## src/rtl/fft_ctrl.sv

```systemverilog
// fft_ctrl: FFT stage/address sequencer with ping-pong banks and write-back delay line; FFT_CTRL_CYCLE_CNT_EN enables run_cycles
module fft_ctrl #(
  parameter int ADDRSIZE  = 3,
  parameter int NUMSTAGES = 5,
  parameter int PIPE_LAT  = 2
) (
  input  logic                clk,
  input  logic                rst_n,
  input  logic                ld_data,
  input  logic                ld_done,
  input  logic                en,
  output logic                rd_en,
  output logic [ADDRSIZE-1:0] rd_addr,
  output logic                wr_en,
  output logic [ADDRSIZE-1:0] wr_addr,
  output logic                bank_sel,
  output logic [2:0]          stage,
  output logic [ADDRSIZE-1:0] tw_idx,
  output logic                busy,
  output logic                done,
  output logic [15:0]         run_cycles
);
  typedef enum logic [2:0] {IDLE, LOAD, READY, RUN, DRAIN, DONE} state_t;
  localparam logic [ADDRSIZE-1:0] LAST_ADDR  = '1;
  localparam logic [2:0]          LAST_STAGE = 3'(NUMSTAGES - 1);
  localparam logic [2:0]          LAST_DRAIN = 3'(PIPE_LAT - 1);
  state_t                              state_q, state_d;
  logic [ADDRSIZE-1:0]                 cnt_q, cnt_d;
  logic [2:0]                          stage_q, stage_d;
  logic [2:0]                          dcnt_q, dcnt_d;
  logic                                bank_q, bank_d;
  logic [PIPE_LAT-1:0]                 vld_q, vld_d;
  logic [PIPE_LAT-1:0][ADDRSIZE-1:0]   dla_q, dla_d;
  logic                                abort, start, stage_end;
  // Next-state logic; a dropped ld_data while busy overrides every other transition
  always_comb begin
    rd_en     = (state_q == RUN) && en;
    busy      = state_q inside {LOAD, READY, RUN, DRAIN};
    abort     = busy && !ld_data;
    start     = (state_q == IDLE) && ld_data;
    stage_end = (state_q == DRAIN) && (dcnt_q == LAST_DRAIN) && ld_data;
    state_d   = state_q;
    case (state_q)
      IDLE:    if (ld_data) state_d = LOAD;
      LOAD:    if (ld_done) state_d = READY;
      READY:   if (en) state_d = RUN;
      RUN:     if (rd_en && cnt_q == LAST_ADDR) state_d = DRAIN;
      DRAIN:   if (stage_end) state_d = (stage_q == LAST_STAGE) ? DONE : RUN;
      DONE:    if (!ld_data) state_d = IDLE;
      default: state_d = IDLE;
    endcase
    if (abort) state_d = IDLE;
  end
  // Address counter, drain timer, stage index and bank select
  always_comb begin
    cnt_d   = (start || stage_end || state_d == IDLE) ? '0 : cnt_q + ADDRSIZE'(rd_en);
    dcnt_d  = (state_q == DRAIN && !stage_end && !abort) ? dcnt_q + 3'd1 : 3'd0;
    stage_d = start ? 3'd0 : (stage_end && stage_q != LAST_STAGE) ? stage_q + 3'd1 : stage_q;
    bank_d  = start ? 1'b0 : bank_q ^ stage_end;
  end
  // Write-back delay line: each issued read re-emerges PIPE_LAT cycles later; abort flushes it
  always_comb begin
    vld_d    = '0;
    dla_d    = dla_q;
    vld_d[0] = rd_en && !abort;
    dla_d[0] = cnt_q;
    for (int i = 1; i < PIPE_LAT; i++) begin
      vld_d[i] = vld_q[i-1] && !abort;
      dla_d[i] = dla_q[i-1];
    end
  end
  // State registers
  always_ff @(posedge clk or negedge rst_n) begin
    if (!rst_n) begin
      state_q <= IDLE;
      cnt_q   <= '0;
      dcnt_q  <= '0;
      stage_q <= '0;
      bank_q  <= 1'b0;
      vld_q   <= '0;
      dla_q   <= '0;
    end else begin
      state_q <= state_d;
      cnt_q   <= cnt_d;
      dcnt_q  <= dcnt_d;
      stage_q <= stage_d;
      bank_q  <= bank_d;
      vld_q   <= vld_d;
      dla_q   <= dla_d;
    end
  end
  assign rd_addr  = cnt_q;
  assign wr_en    = vld_q[PIPE_LAT-1];
  assign wr_addr  = dla_q[PIPE_LAT-1];
  assign bank_sel = bank_q;
  assign stage    = stage_q;
  assign tw_idx   = (32'(stage_q) >= ADDRSIZE) ? '0 : cnt_q << stage_q;
  assign done     = state_q == DONE;
`ifdef FFT_CTRL_CYCLE_CNT_EN
  logic [15:0] rc_q, rc_d;
  // Saturating RUN+DRAIN cycle counter, cleared when a transform starts running
  always_comb begin
    rc_d = (state_q == READY && state_d == RUN) ? 16'd0 :
           (state_q inside {RUN, DRAIN} && rc_q != 16'hFFFF) ? rc_q + 16'd1 : rc_q;
  end
  // Cycle counter register
  always_ff @(posedge clk or negedge rst_n) begin
    if (!rst_n) rc_q <= '0;
    else rc_q <= rc_d;
  end
  assign run_cycles = rc_q;
`else
  assign run_cycles = '0;
`endif
endmodule

```

## config.mk

```make
export PLATFORM = sky130hd
export DESIGN_NAME = fft_ctrl
export DESIGN_NICKNAME = d
export VERILOG_FILES = /design/src/rtl/fft_ctrl.sv
export SDC_FILE = /design/constraint.sdc
export NUM_CORES = 1
export LEC_CHECK = 0
export CORE_MARGIN = 1
export CORE_UTILIZATION = 42
export DETAILED_ROUTE_END_ITERATION = 6
export PLACE_DENSITY = 0.75
export SLEW_MARGIN = 15
export SYNTH_ARGS = -nofsm -noshare
export SYNTH_HDL_FRONTEND = slang
export SYNTH_SLANG_ARGS = --single-unit
```

## constraint.sdc

```tcl
create_clock -name clk -period 1.4 [get_ports clk]
set_clock_uncertainty 0.05 [all_clocks]
set_input_delay 0.21 -clock clk [delete_from_list [all_inputs] [get_ports clk]]
set_output_delay 0.21 -clock clk [all_outputs]
set_load 0.01 [all_outputs]
```

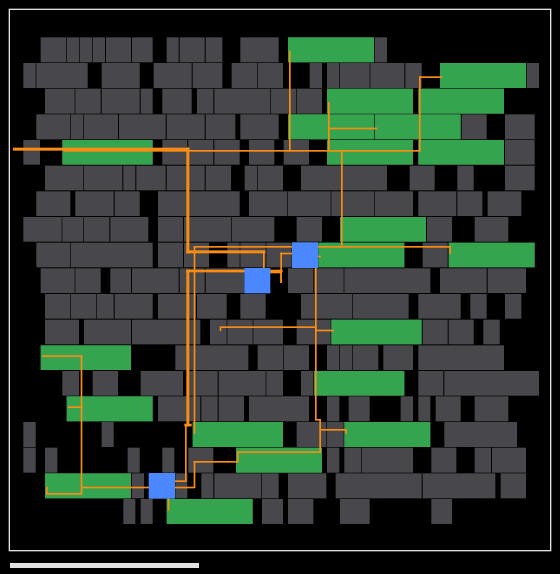
run_1/clock_map.png
Bar = 20 um.
Key: flip-flops = green [count 21]; clock wires = orange [length 304 um]; cells driving clock nets = blue [count 3]
There are 4 routed clock nets. Position of the flops: widely spread.
clock latency on the worst-skew pair: 0.32 ns
proportion of power drawn by the clock network: 13.0%
clk pwr: 314 uW

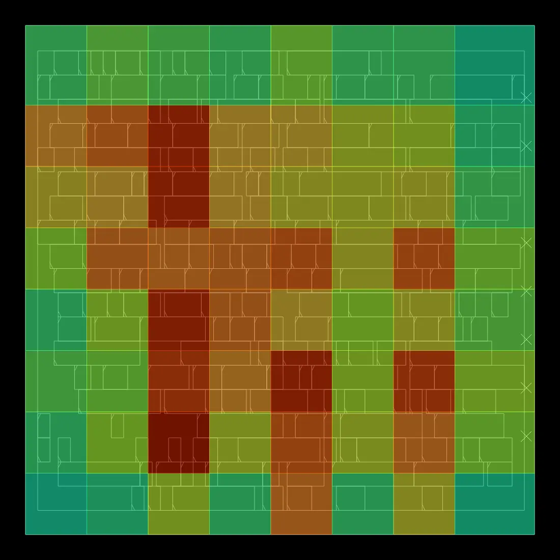
run_1/final_congestion.png
met2 usage: 36.8%
final core utilization: 78.0%
most crowded layer after global routing: met2

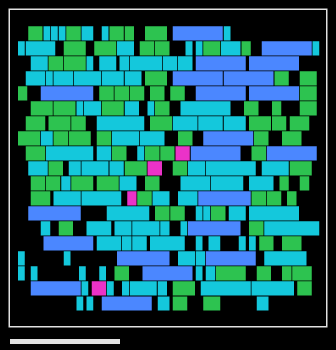
run_1/cell_classes.png
Bar = 20 um.
Key: clock drivers and dummy loads = magenta [cells 4, share of their area 1.3%]; all other logic = cyan [cells 99, share of their area 43%]; other buffers and delay cells = green [cells 81, share of their area 32%]; flip-flops = blue [cells 21, share of their area 25%]
Placeable Area: 0.00283 sq mm
Post-Layout Inst Area: 0.00221 sq mm
standard-cell row count: 19

-- run 1: power groups by stage --
stage | Clock (mW) | Combinational (mW) | Sequential [mW]
floorplan | 0 | 0.539 | 0.706
detailed placement | 0 | 0.916 | 0.745
global placement | 0 | 0.895 | 0.744
CTS | 0.309 | 1.22 | 0.711
finish | 0.314 | 1.38 | 0.724
global route | 0.347 | 1.47 | 0.730
-- run 1: cell type report --
class,count,area [sq um]
Clock buffer,3,22.5
Clock inverter,1,5.00
Fill cell,188,622
Inverter,7,26.3
Multi-Input combinational cell,92,896
Sequential cell,21,532
Tap cell,31,38.8
Timing Repair Buffer,81,687
-- run 1: kinds of logic (layout without fill, tap and decap cells) --
logic type	after synthesis	count (layout)	share of synthesized area [%]
xor gates and xnor gates	5	5	3.41
buffers and inverters	31	92	15.1
DFF	21	21	41.0
AOI/OAI and AO/OA	23	23	13.4
adders and majority gates	7	7	6.83
muxes	2	2	1.56
other	1	16	0.292
and+or+nand+nor	39	39	18.4
-- run 1: state kept, by name, indices dropped and copies added (netlist names) --
name,cells
dcnt_q,3
dla_d,3
rd_addr,3
stage,3
state_q,3
wr_addr,3
vld_q,2
bank_sel,1
-- run 1: worst max-delay path, delay by kind of cell (launching register included) --
kind                     cells  cell delay, ns
adder cells (fa/ha/maj)      2            0.36
AND/OR/NAND/NOR              1            0.20
buffers and inverters        1            0.17
flip-flops                   1            0.47
-- run 1: routing by layer --
metal	up-vias	track usage, %	wire (um)
li1	566	-	-
met1	583	26.6	1490
met2	40	36.8	2050
met3	8	3.17	175
met4	0	5.92	65
met5	-	0	0
-- run 1: stage by stage --
step	hold WS, ns	worst slack, ns	setup TNS, ns	cells	area (sq um)
after floorplan	-0.136	-0.0686	-0.221	144	1420
after global placement	0.282	-0.446	-4.52	214	1810
after detailed placement	0.286	-0.482	-5.08	214	1810
after CTS	0.189	-0.341	-3.19	232	2080
after global routing	0.177	-0.442	-4.97	236	2210
final	0.169	-0.377	-4.10	236	2210
-- run 1: synthesized netlist by cell type (all sizes together), types with 2 or more instances --
master	count	share of area, %
inv	7	2.0
a21oi	5	2.0
nor4b	2	2.5
and3	2	0.98
o21ai	2	0.78
mux2i	2	1.6
a21boi	2	1.2
buf	22	12
nand2b	3	1.5
xnor2	4	2.7
nor2b	5	2.4
nand3	2	0.78
nor3	3	1.2
ha	7	6.8
nand2	3	0.88
nor3b	2	1.2
a211oi	3	2.1
dfrtp	21	41
a2111oi	2	1.4
nor2	9	2.8
nor4	4	2.0
clkbuf	2	0.78
-- run 1: what timing repair did --
item,in CTS,in global routing
setup endpoints to repair,27,21
pin swaps,16,11
gates resized,80,30
buffers inserted,14,6
-- run 1: worst max path at each step --
stage	end	cells after the start	slack, ns
final	tw_idx[1]	4	-0.38
after floorplan	rd_addr[0]$_DFF_PN0_	5	-0.07
after detailed placement	tw_idx[2]	4	-0.48
after global placement	tw_idx[2]	4	-0.45
after global routing	tw_idx[2]	4	-0.44
after CTS	tw_idx[2]	4	-0.34
==> summary.txt, run 1 <==
From the run reports.

- The run finished, with violations left.
- The final reports fail on DRC, setup timing.
- After layout, the design draws a total of 2.42 mW.
- The timing startpoint of the critical path reads stage[0]$_DFFE_PN0P_.
- The flow reports an fmax of 563 MHz.
- The tree is rooted in a clkbuf_4.
- The fraction of the yosys area taken by sequential cells reads 41.0%.
- The maximum resistive drop on vdd reads 1040 uV.
- The setup slack of the critical path after layout is -0.377 ns.
- The residual DRC count is 7.
- The worst min-delay path category is in -> async.
- The overflow left after global routing reads 0.
- In the Yosys report the total cell count is 129.
- The max-slew violation count is 0.
- The startpoint of the worst-slack reg-to-reg timing path is state_q[2]$_DFF_PN0_.
- The number of buffers created by CTS is 3.
- The setup-violating endpoint count in the final report reads 17.
- The proportion of power drawn by flip-flops and latches reads 29.9%.
- By instance count after routing, the leading logic cell types are buf_4 (42), buf_6 (18), conb_1 (16), dfrtp_1 (16), nor2_1 (7).
- The number of instances in the synthesized netlist is 129.
- The post-route clock period utilization reads 127%.
- The final net count reads 218.
- TritonCTS built the clock tree.
- In this run the critical register-to-register path is captured at state_q[2]$_DFF_PN0_.
- The average footprint of a synthesized cell reads 9.94 sq um.
- The tally of nets with antenna violations remaining after routing reads 0.
- Summed over all nets, the half-perimeter wirelength after detailed placement is 2180 um.
- Among all stages on the critical path, the maximum delay recorded is 0.47 ns.
- The first global-routing pass estimated 5260 um of wire.
- The report lists the cells along the critical path as ha_4, ha_4, nor4_4, buf_2.
- In this run, distinct cell masters in the synthesized netlist total 41.
- The timing report gives the clock slew at the launch and capture registers of the worst setup and hold paths as 0.13 ns.
- Internal power comes to 1.52 mW.
- The length of the first detailed-routing pass in iterations is 6.
- The critical path required time reads 1.14 ns.
- The number of synthesis warnings reads 0.
- The count of antenna diodes in the layout reads 0.
- For this design the static power due to leakage is 1.06 nW.
- The routed design has 3790 um of wire.
- Leaving out fill and tap cells, the most frequent cell in the layout is buf_4.
- The area reported by Yosys stat reads 0.00128 sq mm.
run_1/wire_density.png
Bar = 20 um. The die is cut into 11 by 11 equal tiles; dark blue is low, red is high, scaled to the fullest tile. Values are wire area over tile area, all layers added.
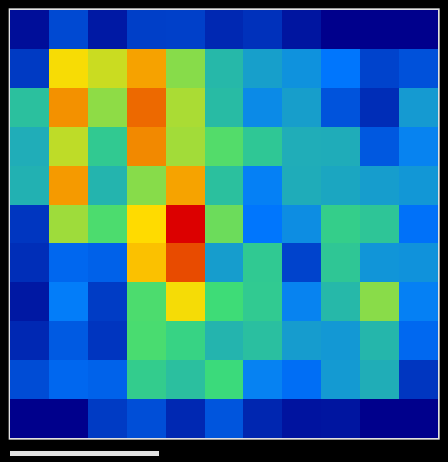

==> run 1 -> run 2 <==
ABC_AREA = 1   (was unset)
CORE_UTILIZATION = 41   (was 42)
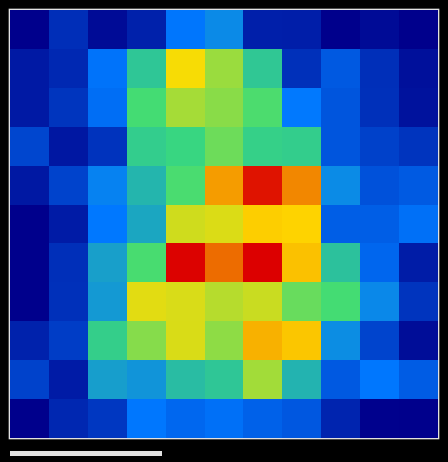
run_2/wire_density.png
Bar = 20 um. The die is cut into 11 by 11 equal tiles; dark blue is low, red is high, scaled to the fullest tile. Values are wire area over tile area, all layers added.
26% of the tiles are over half the peak. The fullest tile reaches 0.56. The emptiest ninth of the die: north-east. The densest ninth of the die: centre. 7.4% of the tiles are nearly empty.
routed vias: 1166
mean routed wirelength per cell: 15.0 um

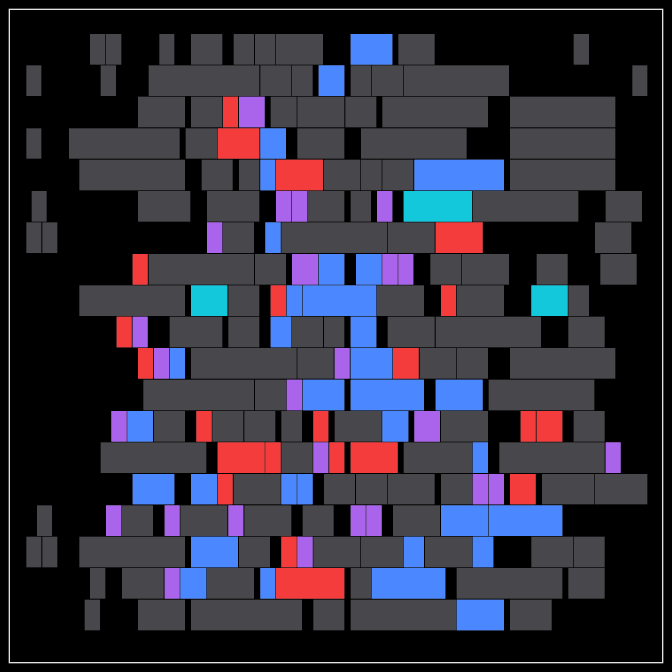
run_2/gate_families.png
Key: NAND gates = blue [cells 33]; XOR/XNOR gates = cyan [cells 3]; NOR gates = red [cells 22]; inverters = purple [cells 25]

==> summary.txt, run 2 <==
From the run reports.

- The post-route clock period utilization reads 131%.
- The fraction of the yosys area taken by sequential cells is 43.3%.
- The core area is 0.00278 sq mm.
- The count of antenna diodes in the layout is 0.
- The checks that failed: setup timing.
- The run finished, with violations left.
- Across all hold checks on the routed design, the worst slack comes to 0.149 ns.
- The synthesized design spends more area on one cell type than any other, namely dfrtp_1.
- The critical path required time is 1.14 ns.
- In this run the VDD rail shows a maximum IR drop of 1020 uV.
- The number of rows in the core area is 19.
- By count the netlist is led by inv_1 (23), dfrtp_1 (21), buf_4 (19), nor2_1 (17), nand2_1 (16).
- After synthesis, the mean cell area works out to 8.44 sq um.
- The area reported by Yosys stat is 0.00121 sq mm.
- The first-pass GRT wire length reads 5110 um.
- CTS added clock buffers totalling 3.
- The startpoint of the worst-slack reg-to-reg timing path is stage[1]$_DFFE_PN0P_.
- The timing startpoint of the critical path reads stage[1]$_DFFE_PN0P_.
- The most popular library cell in the synthesized design by count is inv_1.
- Per the post-synthesis report, the number of cells in the design is 144.
- The clock tree from TritonCTS reads built.
- The routed wire length is 3540 um.
- The worst min-delay path category is in -> async.
- The achievable clock frequency is 544 MHz.
- The overflow left after global routing reads 0.
- The clock passes through at most 2 buffers.
- The area growth from synthesis to layout is 62.5%.
- By area the synthesized netlist is led by dfrtp_1 (43%), buf_4 (12%), ha_1 (7.2%), inv_1 (7.1%), nor2_1 (5.3%).
- Once iteration 0 of detailed routing completed, the report listed 15 DRC markers.
- The residual DRC count is 0.
- The cell count in the Yosys report is 144.
- The number of synthesis warnings is 0.
- The dominant logic cell type in the layout reads buf_4.
- The number of distinct standard cells referenced by the synthesized netlist reads 22.
- The tally of nets with antenna violations remaining after routing reads 0.
- Once routing completed, OpenROAD measured the worst setup slack at -0.439 ns.
- CTS placed an instance of clkbuf_4 at the clock tree root.
- The final layout reports a setup TNS of -4.08 ns.
- The length of the first detailed-routing pass in iterations is 4.
- The routed design could run at a clock period as short as 1.84 ns.
- The post-CTS clock slew at the launch and capture registers of the worst setup and hold paths is 0.14 ns.
- Endpoints with negative setup slack in the final report add up to 18.
- The final layout report lists a filler cell count of 182.
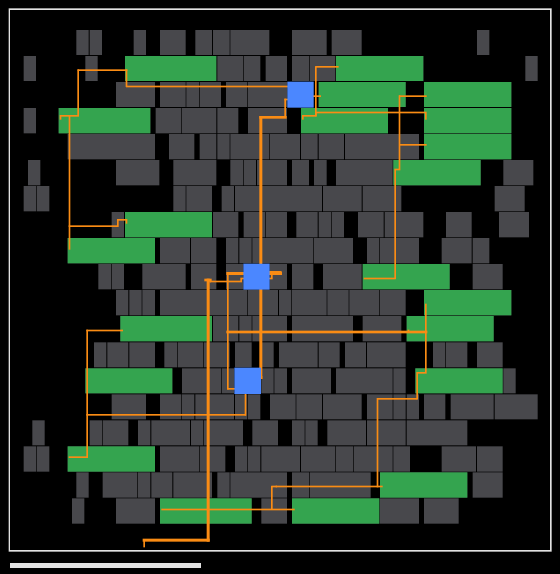
run_2/clock_map.png
Bar = 20 um.
Key: clock wires = orange [length 313 um]; cells driving clock nets = blue [count 3]; flip-flops = green [count 21]
There are 4 routed clock nets. Position of the flops: widely spread.
proportion of power drawn by the clock network: 13.7%
clock latency on the worst-skew pair: 0.33 ns
clk pwr: 321 uW

run 2: cell count changes after synthesis, sizes merged, moves of 3 or more:
| cell | change |
|---|---|
| nand2 | +17 |
| buf | -3 |
| o21ai | +4 |
| nand3 | +9 |
| nor2b | -5 |
| nor4 | -4 |
| nand2b | -3 |
| inv | +18 |
| nor2 | +11 |
run 2: through the flow:
stage	std cells	worst slack (ns)	cell area, sq um	util [%]	total power, mW
final	236	-0.439	1970	71.0	2.35
after global placement	219	-0.455	1630	58.5	1.48
after CTS	231	-0.410	1810	65.1	2.10
after floorplan	159	-0.0800	1320	-	1.15
after detailed placement	219	-0.507	1630	58.5	1.51
after global routing	236	-0.504	1970	71.0	2.47
run 2: worst paths after layout:
kind | end | slack [ns] | cells after the start
hold reg to reg | wr_addr[1]$_DFF_PN0_ | 0.32 | 0
max in group asynchronous | stage[1]$_DFFE_PN0P_ | 0.89 | 2
hold / removal | vld_q[1]$_DFF_PN0_ | 0.15 | 2
min in group clk | wr_addr[1]$_DFF_PN0_ | 0.32 | 0
setup reg to reg | rd_addr[2]$_DFF_PN0_ | -0.31 | 13
setup / recovery | tw_idx[1] | -0.44 | 6
run 2: final cells by class:
| type | instances | area, sq um | area share [%] |
|---|---|---|---|
| sequential | 21 | 531 | 26.9 |
| clock buffer | 3 | 22.5 | 1.14 |
| clock inverter | 1 | 5.00 | 0.253 |
| tap | 31 | 38.8 | 1.96 |
| multi-input combinational | 94 | 741 | 37.5 |
| timing repair buffer | 61 | 536 | 27.1 |
| inverter | 25 | 101 | 5.13 |
run 2: kinds of logic (layout without fill, tap and decap cells):
| group | count (synthesis) | in the layout | share of synthesized area (%) |
|---|---|---|---|
| buf+inv | 44 | 90 | 19.5 |
| compound gates | 13 | 13 | 6.08 |
| flops | 21 | 21 | 43.3 |
| fa+ha+maj | 7 | 7 | 7.21 |
| xor+xnor | 3 | 3 | 2.16 |
| other cells | 1 | 16 | 0.309 |
| simple gates | 55 | 55 | 21.5 |
run 2: worst max-delay path, cell delays in order (launching register included):
cell and delay (ns):
dfrtp_2 0.45, ha_4 0.17, ha_4 0.16, nor2_4 0.09
nand2_2 0.07, a211oi_2 0.17, buf_2 0.16
run 2: power breakdown:
group | internal (mW) | switching, mW
clock network | 0.107 | 0.214
logic | 0.638 | 0.648
registers | 0.665 | 0.0733
run 2: layer usage:
layer | up-vias | GRT usage, % | wire length, um
met5 | - | 0 | 0
met4 | 0 | 9.41 | 114
met3 | 11 | 2.30 | 175
met2 | 50 | 41.2 | 1930
met1 | 565 | 22.9 | 1320
li1 | 540 | - | -
run 2: what timing repair did:
item	4_1_cts	5_1_grt
buffers inserted	9	5
endpoints found under the setup margin	26	24
pin swaps	9	15
cloned	0	0
resized	79	38
==> run 2 -> run 3 <==
CORE_UTILIZATION = 46   (was 41)
PLACE_DENSITY = 0.79   (was 0.75)
clock period = 1.8 ns   (was 1.4 ns; I/O delays follow)
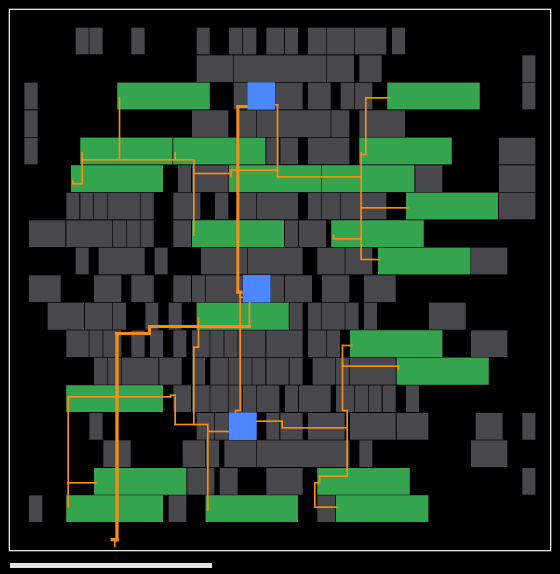
run_3/clock_map.png
Bar = 20 um.
Key: cells driving clock nets = blue [count 3]; flip-flops = green [count 21]; clock wires = orange [length 251 um]
There are 4 routed clock nets.
clock latency on the worst-skew pair: 0.31 ns
proportion of power drawn by the clock network: 18.5%
clk pwr: 231 uW

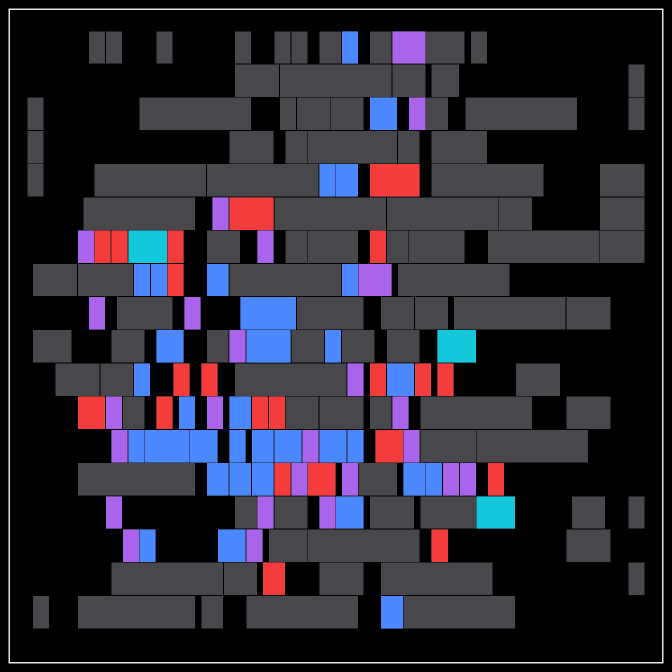
run_3/gate_families.png
Key: NAND gates = blue [cells 33]; XOR/XNOR gates = cyan [cells 3]; NOR gates = red [cells 22]; inverters = purple [cells 25]

==> summary.txt, run 3 <==
From the run reports.

- The net switching power of the design is 479 uW.
- The setup slack of the critical path after layout reads -0.107 ns.
- The first-pass GRT wire length reads 4000 um.
- The length of the first detailed-routing pass in iterations reads 4.
- The critical path required time is 1.48 ns.
- Wires add up to 2650 um.
- The number of synthesis warnings reads 0.
- The max-slew violation count is 0.
- The internal power of the cells totals 767 uW.
- The dominant cell type by area after synthesis reads dfrtp_1.
- The setup-violating endpoint count in the final report is 3.
- The launch point of the worst register-to-register path is recorded as stage[1]$_DFFE_PN0P_.
- The area of all placed cells without fillers is 0.00157 sq mm.
- The final reports fail on setup timing.
- Per report_power, the combinational group accounts for 36.3% of the total.
- The clock tree from TritonCTS is built.
- The placed standard-cell area reads 0.00144 sq mm.
- The hold slack reads 0.239 ns.
- Per the synthesis report, the number of distinct cell types is 22.
- The run finished, with violations left.
- The average instance in the mapped netlist occupies 8.44 sq um.
- The timing report gives the worst reg2reg path a setup slack of 0.07 ns.
- The clock tree root buffer cell is clkbuf_4.
- The worst reg2reg path depth reads 12.
- The first routing iteration left 31 violations.
- The sum of net half-perimeters after detailed placement is 1780 um.
- The main area contributors are dfrtp_1 (43%), buf_4 (12%), ha_1 (7.2%), inv_1 (7.1%), nor2_1 (5.3%).
- The tally of nets with antenna violations remaining after routing reads 0.
- The dominant logic cell type in the layout reads inv_1.
- The number of rows in the core area is 18.
- The residual DRC count is 0.
- The signed area change from the synthesized netlist to the final layout is 29.0%.
- The post-route clock period utilization is 106%.
- The path class of the tightest hold or removal check is in -> async.
- The end of the worst register-to-register path reads rd_addr[2]$_DFF_PN0_.
- The switching power as a share of total power reads 38.4%.
- The fraction of the yosys area taken by sequential cells reads 43.3%.
- The maximum resistive drop on vdd is 614 uV.
- Summing over every cut layer, the via total after detailed routing is 1019.
- The cell count in the Yosys report reads 144.
- The overall power after layout is 1.25 mW.
- The standby leakage power reads 0.854 nW.
- The final net count is 191.
- The overflow left after global routing reads 0.
- The core area is 0.00248 sq mm.
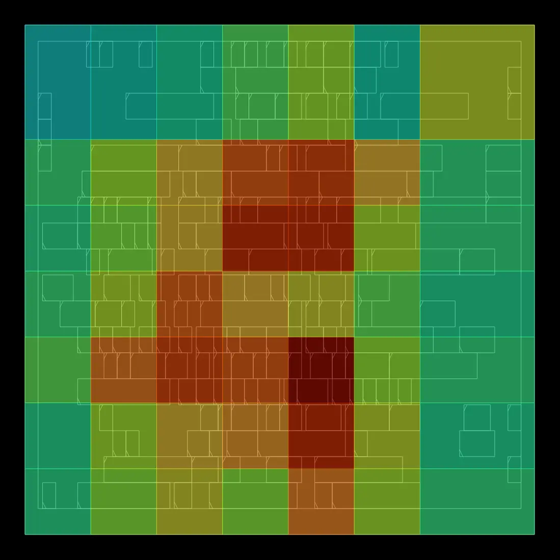
run_3/final_congestion.png
GRT Resource Usage Total: 20.5%
met2 usage: 35.0%

[run 3: per-stage QoR]
step / TNS, ns / setup WS, ns / std cells
after floorplan: 0 / 0.142 / 159
after global routing: -0.486 / -0.190 / 208
final: -0.241 / -0.107 / 208
after detailed placement: -0.649 / -0.235 / 199
after global placement: -0.416 / -0.159 / 199
after CTS: -0.319 / -0.110 / 207
[run 3: worst max path at each step]
stage                                    start        end  slack (ns)  depth (start not counted)
after floorplan           stage[0]$_DFFE_PN0P_  tw_idx[1]        0.14                          5
after global placement    stage[0]$_DFFE_PN0P_  tw_idx[1]       -0.16                          6
after detailed placement  stage[0]$_DFFE_PN0P_  tw_idx[1]       -0.24                          6
after CTS                 stage[1]$_DFFE_PN0P_  tw_idx[0]       -0.11                          6
after global routing      stage[0]$_DFFE_PN0P_  tw_idx[2]       -0.19                          6
final                     stage[1]$_DFFE_PN0P_  tw_idx[2]       -0.11                          6
[run 3: kinds of logic after synthesis]
kind of cell	synth area share, %
other	0.309
DFF	43.3
and+or+nand+nor	21.5
AOI/OAI and AO/OA	6.08
buffers and inverters	19.5
adders and majority gates	7.21
xor gates and xnor gates	2.16
[run 3: power by group through the flow]
stage          combinational, mW  sequential, mW  clock [mW]
2_1_floorplan              0.322           0.565           0
4_1_cts                    0.448           0.561       0.238
6_report                   0.452           0.563       0.231
3_5_place_dp               0.463           0.566           0
5_1_grt                    0.509           0.568       0.252
3_3_place_gp               0.444           0.561           0
[run 3: area by class of cell]
cell class              instances  area [sq um]
flip-flops and latches         21           528
repair buffers                 34           304
clock buffers                   3          22.5
inverters                      25           101
well taps                      30          37.5
clock inverters                 1          5.00
multi-input cells              94           569
fillers                       210           910
[run 3: worst max-delay path, stage by stage (launching register included)]
cell	delay, ns
dfrtp_1	0.42
ha_2	0.20
ha_4	0.16
nor2_4	0.08
o211ai_1	0.10
a31oi_1	0.16
buf_2	0.15
[run 3: layer usage]
layer,GRT usage [%],share of wire [%],vias to the layer above,wire [um]
li1,-,-,481,-
met1,22.6,39,474,1030
met2,35.0,53,55,1410
met3,2.01,5.1,9,135
met4,16.7,2.9,0,77
met5,0,0,-,0
[run 3: what timing repair did]
action / CTS / global route
pin swaps: 3 / 8
resized: 25 / 14
setup buffers: 4 / 4
cloned: 0 / 0
endpoints found under the setup margin: 6 / 9
Power figures rest on the tool's default switching activity, not on a simulated workload.
